`src/rtl/def_common_pkg.sv`:
```
// def_common: constants and types shared by the memory stage.
//   - funct3 encodings for load/store size and signedness (stores share the
//     low two bits with the loads of the same size).
//   - mem_state_t: state of the data-memory transaction sequencer.
//   - size_mask(): byte-enable pattern for an access size at offset 0.
package def_common;

    localparam logic [2:0] LB  = 3'b000;
    localparam logic [2:0] LH  = 3'b001;
    localparam logic [2:0] LW  = 3'b010;
    localparam logic [2:0] LD  = 3'b011;
    localparam logic [2:0] LBU = 3'b100;
    localparam logic [2:0] LHU = 3'b101;
    localparam logic [2:0] LWU = 3'b110;

    typedef enum logic [1:0] {
        IDLE,
        REQ,
        RESP,
        DRAIN
    } mem_state_t;

    // size is funct3[1:0]: 0 byte, 1 half, 2 word, 3 double.
    function automatic logic [7:0] size_mask(input logic [1:0] size);
        case (size)
            2'd0:    return 8'h01;
            2'd1:    return 8'h03;
            2'd2:    return 8'h0F;
            default: return 8'hFF;
        endcase
    endfunction

endpackage

```
`src/rtl/stage_mem_align.sv`:
```
// mem_align: purely combinational lane logic for the memory stage.
//   funct3     in   access size and signedness
//   offset     in   byte offset within the doubleword (addr[2:0])
//   wdata      in   store data (rs2)
//   rdata      in   aligned doubleword read data
//   load_data  out  extracted and sign/zero-extended load value
//   store_data out  store data replicated across all lanes of its size
//   wstrb      out  byte enables for the store
//   misaligned out  access does not sit on its natural boundary
module mem_align
    import def_common::*;
(
    input  logic [2:0]  funct3,
    input  logic [2:0]  offset,
    input  logic [63:0] wdata,
    input  logic [63:0] rdata,
    output logic [63:0] load_data,
    output logic [63:0] store_data,
    output logic [7:0]  wstrb,
    output logic        misaligned
);

    logic [63:0] shifted;

    // Bring the addressed byte down to lane 0.
    assign shifted = rdata >> {offset, 3'b000};

    // NOTE: each always_comb assigns its outputs a default before the case so
    // no path leaves them unassigned, which would infer a latch.
    always_comb begin
        load_data = shifted;
        case (funct3)
            LB:      load_data = {{56{shifted[7]}},  shifted[7:0]};
            LH:      load_data = {{48{shifted[15]}}, shifted[15:0]};
            LW:      load_data = {{32{shifted[31]}}, shifted[31:0]};
            LD:      load_data = shifted;
            LBU:     load_data = {56'b0, shifted[7:0]};
            LHU:     load_data = {48'b0, shifted[15:0]};
            LWU:     load_data = {32'b0, shifted[31:0]};
            default: load_data = shifted;
        endcase
    end

    // Replicating the data lets the byte enables alone pick the lane.
    always_comb begin
        store_data = wdata;
        case (funct3[1:0])
            2'd0:    store_data = {8{wdata[7:0]}};
            2'd1:    store_data = {4{wdata[15:0]}};
            2'd2:    store_data = {2{wdata[31:0]}};
            default: store_data = wdata;
        endcase
    end

    assign wstrb = size_mask(funct3[1:0]) << offset;

    always_comb begin
        misaligned = 1'b0;
        case (funct3[1:0])
            2'd0:    misaligned = 1'b0;
            2'd1:    misaligned = offset[0];
            2'd2:    misaligned = |offset[1:0];
            default: misaligned = |offset;
        endcase
    end

endmodule

```
`src/rtl/stage_mem.sv`:
```
// stage_mem: memory stage of the in-order pipeline.
// Issues at most one data-memory transaction per instruction, stalls upstream
// via mem_ready until it completes, and registers the result to writeback.
//   clk, rst              clock, asynchronous active-high reset
//   mem_flush             kill the instruction currently in this stage
//   mem_ready             instruction completes this cycle
//   in_*                  instruction from execute (held while mem_ready=0)
//   dmem_req_*            request channel (valid/ready)
//   dmem_rsp_*            response / store acknowledge channel
//   out_valid/result/misaligned  registered result to writeback
module stage_mem
    import def_common::*;
#(
    parameter int XLEN = 64
) (
    input  logic            clk,
    input  logic            rst,
    input  logic            mem_flush,
    output logic            mem_ready,
    input  logic            in_valid,
    input  logic            in_mem_en,
    input  logic            in_mem_write,
    input  logic [2:0]      in_funct3,
    input  logic [XLEN-1:0] in_addr,
    input  logic [XLEN-1:0] in_wdata,
    input  logic [XLEN-1:0] in_alu_out,
    output logic            dmem_req_valid,
    input  logic            dmem_req_ready,
    output logic            dmem_req_write,
    output logic [XLEN-1:0] dmem_req_addr,
    output logic [XLEN-1:0] dmem_req_wdata,
    output logic [7:0]      dmem_req_wstrb,
    input  logic            dmem_rsp_valid,
    input  logic [XLEN-1:0] dmem_rsp_rdata,
    output logic            out_valid,
    output logic [XLEN-1:0] out_result,
    output logic            out_misaligned
);

    mem_state_t      state, state_next;
    logic [XLEN-1:0] load_data, store_data, next_result;
    logic [7:0]      wstrb;
    logic            misaligned, mem_op, ready_c, req_valid_c, complete;

    mem_align u_align (
        .funct3     (in_funct3),
        .offset     (in_addr[2:0]),
        .wdata      (in_wdata),
        .rdata      (dmem_rsp_rdata),
        .load_data  (load_data),
        .store_data (store_data),
        .wstrb      (wstrb),
        .misaligned (misaligned)
    );

    assign mem_op = in_valid && in_mem_en;

    // Request fields come straight from the held inputs, so they stay stable
    // for as long as the request is pending.
    assign dmem_req_write = in_mem_write;
    assign dmem_req_addr  = {in_addr[XLEN-1:3], 3'b000};
    assign dmem_req_wdata = store_data;
    assign dmem_req_wstrb = wstrb;

    // Held low during reset so the outputs read as idle immediately.
    assign dmem_req_valid = req_valid_c && !rst;
    assign mem_ready      = ready_c && !rst;

    always_comb begin
        state_next  = state;
        ready_c     = 1'b0;
        req_valid_c = 1'b0;
        case (state)
            IDLE: begin
                if (in_valid && (!in_mem_en || misaligned)) begin
                    ready_c = 1'b1;
                end else if (mem_op) begin
                    if (mem_flush) begin
                        // Killed before anything was issued: just let it go.
                        ready_c = 1'b1;
                    end else begin
                        req_valid_c = 1'b1;
                        state_next  = dmem_req_ready ? RESP : REQ;
                    end
                end
            end
            REQ: begin
                req_valid_c = 1'b1;
                if (dmem_req_ready) begin
                    // Once accepted, the response must still be absorbed.
                    state_next = mem_flush ? DRAIN : RESP;
                end else if (mem_flush) begin
                    ready_c    = 1'b1;
                    state_next = IDLE;
                end
            end
            RESP: begin
                if (dmem_rsp_valid) begin
                    ready_c    = 1'b1;
                    state_next = IDLE;
                end else if (mem_flush) begin
                    state_next = DRAIN;
                end
            end
            DRAIN: begin
                if (dmem_rsp_valid) state_next = IDLE;
            end
            default: state_next = IDLE;
        endcase
    end

    // A flushed instruction never reaches writeback.
    assign complete = ready_c && !mem_flush;

    always_comb begin
        next_result = load_data;
        if (!in_mem_en)                     next_result = in_alu_out;
        else if (misaligned || in_mem_write) next_result = '0;
    end

    // NOTE: sequential state uses non-blocking assignments so every register
    // samples pre-edge values regardless of statement order.
    always_ff @(posedge clk or posedge rst) begin
        if (rst) begin
            state          <= IDLE;
            out_valid      <= 1'b0;
            out_result     <= '0;
            out_misaligned <= 1'b0;
        end else begin
            state     <= state_next;
            out_valid <= complete;
            if (complete) begin
                out_result     <= next_result;
                out_misaligned <= in_mem_en && misaligned;
            end
        end
    end

endmodule
```
`config.mk`:
```
export PLATFORM = sky130hd
export DESIGN_NAME = stage_mem
export DESIGN_NICKNAME = d
export VERILOG_FILES = /design/src/rtl/def_common_pkg.sv /design/src/rtl/stage_mem_align.sv /design/src/rtl/stage_mem.sv
export SDC_FILE = /design/constraint.sdc
export NUM_CORES = 1
export LEC_CHECK = 0
export CORE_AREA = 2 2 185 187
export CTS_CLUSTER_DIAMETER = 200
export DETAILED_ROUTE_END_ITERATION = 8
export DIE_AREA = 0 0 187 189
export GPL_TIMING_DRIVEN = 0
export SLEW_MARGIN = 10
export SYNTH_ARGS = -nofsm -noshare
export SYNTH_HDL_FRONTEND = slang
export SYNTH_SLANG_ARGS = --single-unit
```
`constraint.sdc`:
```
create_clock -name clk -period 5 [get_ports clk]
set_clock_uncertainty 0.2 [all_clocks]
set_input_delay 1.5 -clock clk [delete_from_list [all_inputs] [get_ports clk]]
set_output_delay 1.5 -clock clk [all_outputs]
set_load 0.02 [all_outputs]
```
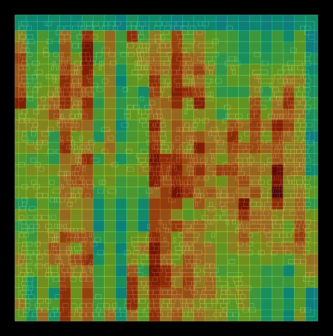
**Above:** routing congestion.
met2 usage: 0.414
M3 GR Usage: 0.0641
GR peak layer: met2

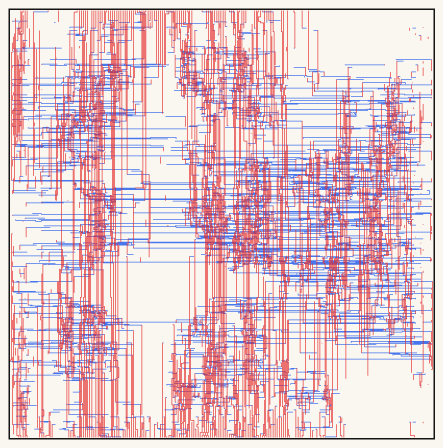
**Above:** metal layers overlaid.
Two of the layers only.
blue -> met1  # wire length 15700 µm
red -> met2  # wire length 21.1 mm

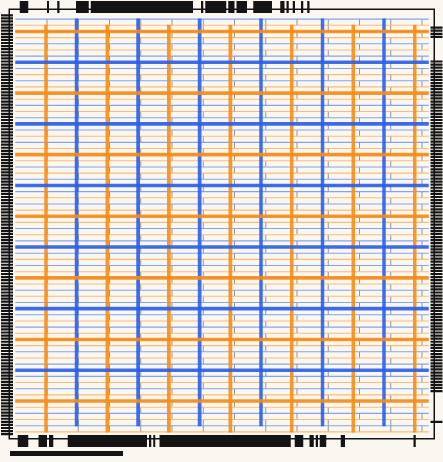
**Above:** floorplan with the power grid.
The bar under the picture is 50 µm long. Pins as bars on the die edge. Tap cells in grey.
orange -> VSS
blue -> VDD
met5 straps = 13
met1 rails = 68
tap cells = 448
met4 straps = 13

[where the power goes]
group / leakage (nW) / internal (mW) / switching, mW
logic: 3.89 / 1.07 / 1.14
clock network: 0.160 / 0.441 / 0.284
registers: 0.871 / 0.804 / 0.157
[sequential cells by signal (all words and copies together), names as in the netlist]
| name | flops |
|---|---|
| out_result | 64 |
| out_misaligned | 1 |
| out_valid | 1 |
| state | 2 |
[metal layers]
metal  wire length, µm  global-route usage  share of wire
met5                37                   0        0.00089
met4              1460              0.0852          0.035
met3              3250              0.0641          0.078
met2             21100               0.414           0.51
met1             15700               0.250           0.38
[synth_stat cells (6+ instances only)]
| library cell | n |
|---|---|
| a21o_1 | 7 |
| nand3_1 | 9 |
| inv_1 | 15 |
| o22ai_1 | 17 |
| clkbuf_1 | 28 |
| o21ai_0 | 31 |
| o21ai_2 | 17 |
| nand2_1 | 106 |
| o31ai_2 | 15 |
| nor2_1 | 52 |
| mux2i_1 | 23 |
| a222oi_1 | 7 |
| buf_2 | 21 |
| buf_4 | 75 |
| a22o_1 | 19 |
| dfrtp_1 | 68 |
| nor2b_1 | 13 |
| mux4_2 | 22 |
| mux2_2 | 18 |
| mux2_1 | 20 |
| a211oi_1 | 7 |
| buf_6 | 6 |
| a21oi_1 | 66 |
| a22oi_1 | 43 |
| o22a_1 | 6 |
| o21ai_1 | 11 |
[cells by family (layout without fill, tap and decap cells)]
family                 after synthesis  count (layout)  synth area share
AND-OR/OR-AND                      269             269             0.288
AND/OR/NAND/NOR                    205             205             0.137
buffers and inverters              153             573             0.140
multiplexers                        83              83             0.175
flip-flops                          68              68             0.258
other                                1               3          0.000568
XOR/XNOR                             1               1           0.00133
[critical path: stages]
cell,delay [ns]
clkdlybuf4s15_2,0.27
clkbuf_8,0.21
clkbuf_4,0.23
clkbuf_4,0.23
a21oi_1,0.15
clkdlybuf4s50_1,0.64
[worst paths after layout]
kind	start	end	slack (ns)	depth (start not counted)
setup / recovery	in_funct3[1]	dmem_req_wdata[55]	0.05	6
hold / removal	out_result[0]	out_result[0]	0.28	2
setup reg to reg	state[1]	out_result[33]	2.14	7
hold reg to reg	out_result[0]	out_result[0]	0.28	2
max in group asynchronous	rst	out_result[50]	2.75	3
min in group asynchronous	rst	state[1]	1.26	2
[stage by stage]
stage,utilization,instances
detailed placement,0.338,1635
global placement,0.337,1634
floorplan,-,782
global route,0.351,1650
CTS,0.349,1648
finish,0.351,1650
[timing repair]
| item | 4_1_cts | 5_1_grt |
|---|---|---|
| hold buffers | 0 | 0 |
| endpoints found under the hold margin | 0 | 0 |
| setup buffers | 1 | 2 |
| resized | 95 | 19 |
| setup endpoints to repair | 66 | 14 |
| pin swaps | 1 | 1 |
[area by class of cell]
type | count | area, µm² | area share
multi-input cells | 561 | 4030 | 0.345
clock buffers | 9 | 225 | 0.0193
well taps | 448 | 561 | 0.0480
plain buffers | 130 | 925 | 0.0791
repair buffers | 408 | 4070 | 0.348
inverters | 19 | 77.6 | 0.00664
flip-flops and latches | 68 | 1700 | 0.146
clock inverters | 7 | 100 | 0.00856
==> flow_summary_export.csv <==
group,metric,value,unit
final_layout,drive_gt1_frac,0.200,
route,antenna_left,0,
synthesis,flop_cell,"dfrtp_1",
clock_tree,clk_pin_slew,0.06,ns
final_timing,fin_crit,4.95,ns
synthesis,syn_avg_cell_area,8.46,µm²
route,drc,0,
clock_tree,clk_latency,0.35,ns
global_routing,grt_pass1_wl,58400,µm
clock_tree,cts_tree,"done",
synthesis,ys_area,0.00660,mm²
final_timing,worst_hold_slack,0.284,ns
die,rows,67,
global_routing,grt_usage,0.227,
route,vias_per_cell,4.92,
clock_tree,clock_sink_count,68,
flow_run,maxCapViolations,0,
final_layout,fillCellCount,3526,
worst_setup_path,path_max_fanout,10,
route,drt-initial-drc-count,491,
final_layout,lay_top_count,"clkdlybuf4s50_1",
status,outcome,"finished, final reports clean",
global_routing,grt_pass1_vias,8480,
die,io_pins,472,
final_timing,fmax,0.202,GHz
synthesis,syn_area,0.00660,mm²
die,fp_util,0.198,
placement,post-place-ws,-1.19,ns
route,dr.pass1.iters,5,
final_timing,worstMarginPinSlew,0.805,ns
die,die_height,189,µm
worst_setup_path,worstSetupPathType,"in -> out",
synthesis,yosysWarnings,0,
synthesis,netlist_instances,780,
route,drt-total-wl,41600,µm
power,finalPower,3.89,mW
die,core_area,0.0333,mm²
final_timing,period_used_share,0.989,
final_timing,maxSlewHeadroom,0.459,
final_layout,most-common-layout-cells,"355 x clkdlybuf4s50_1, 105 x nand2_1, 84 x buf_4, 68 x dfrtp_1, 65 x a21oi_1",
power,p_per_area,333,mW/mm²
final_layout,area_delta_synth_final,77.1,%
worst_setup_path,cp-start-kind,"input pin",
clock_tree,clockBufferDepth,2,
clock_tree,clock-root-buffer,"clkbuf_16",
synthesis,synth_cell_types,61,
power,p_leak,4.92,nW
placement,gp_congestion,0.910,
die,die_w,187,µm
synthesis,ys_cells,780,
worst_setup_path,cp.required,3.30,ns
global_routing,grt_start_max_net_pins,60,
global_routing,overflow,0,
final_timing,finalSetupViolations,0,
final_timing,slew_viol_final,0,
route,vias,8112,
placement,post-dp-hpwl,34400,µm
route,wire_per_inst,25.2,µm
hold_path,hold_class,"reg -> reg",
final_layout,fin_area,0.0117,mm²
clock_tree,cts_made_buffers,9,
worst_setup_path,end_kind,"output port",
synthesis,ys.flops,68,
global_routing,antenna_found_initial,3,
synthesis,edf_count,0,
final_layout,nets,1464,
final_timing,finalHoldViolations,0,
synthesis,yosys.area.top_type,"dfrtp_1",
final_timing,grt_setup_unrepaired,"no",
placement,place_area,0.0112,mm²
worst_setup_path,cp.arrival,3.25,ns
synthesis,ys_seq_frac,0.258,
die,chipArea,0.0353,mm²
final_timing,fin_ws,0.0534,ns
final_timing,setup_tns,0,ns
synthesis,top_cells_by_area,"dfrtp_1 26%, buf_4 8.5%, mux4_2 7.5%, nand2_1 6.0%, a21oi_1 5.0%",
flow_run,warning_count,27,
placement,port_buffers,404,
final_layout,antenna_cells,0,
power,peakVddDrop,162,µV
clock_tree,h-tree-depth,3,
synthesis,async_flop_share,1.00,
synthesis,yosysTopAreaCellShare,0.258,
Power is estimated from default activity; no workload was simulated.
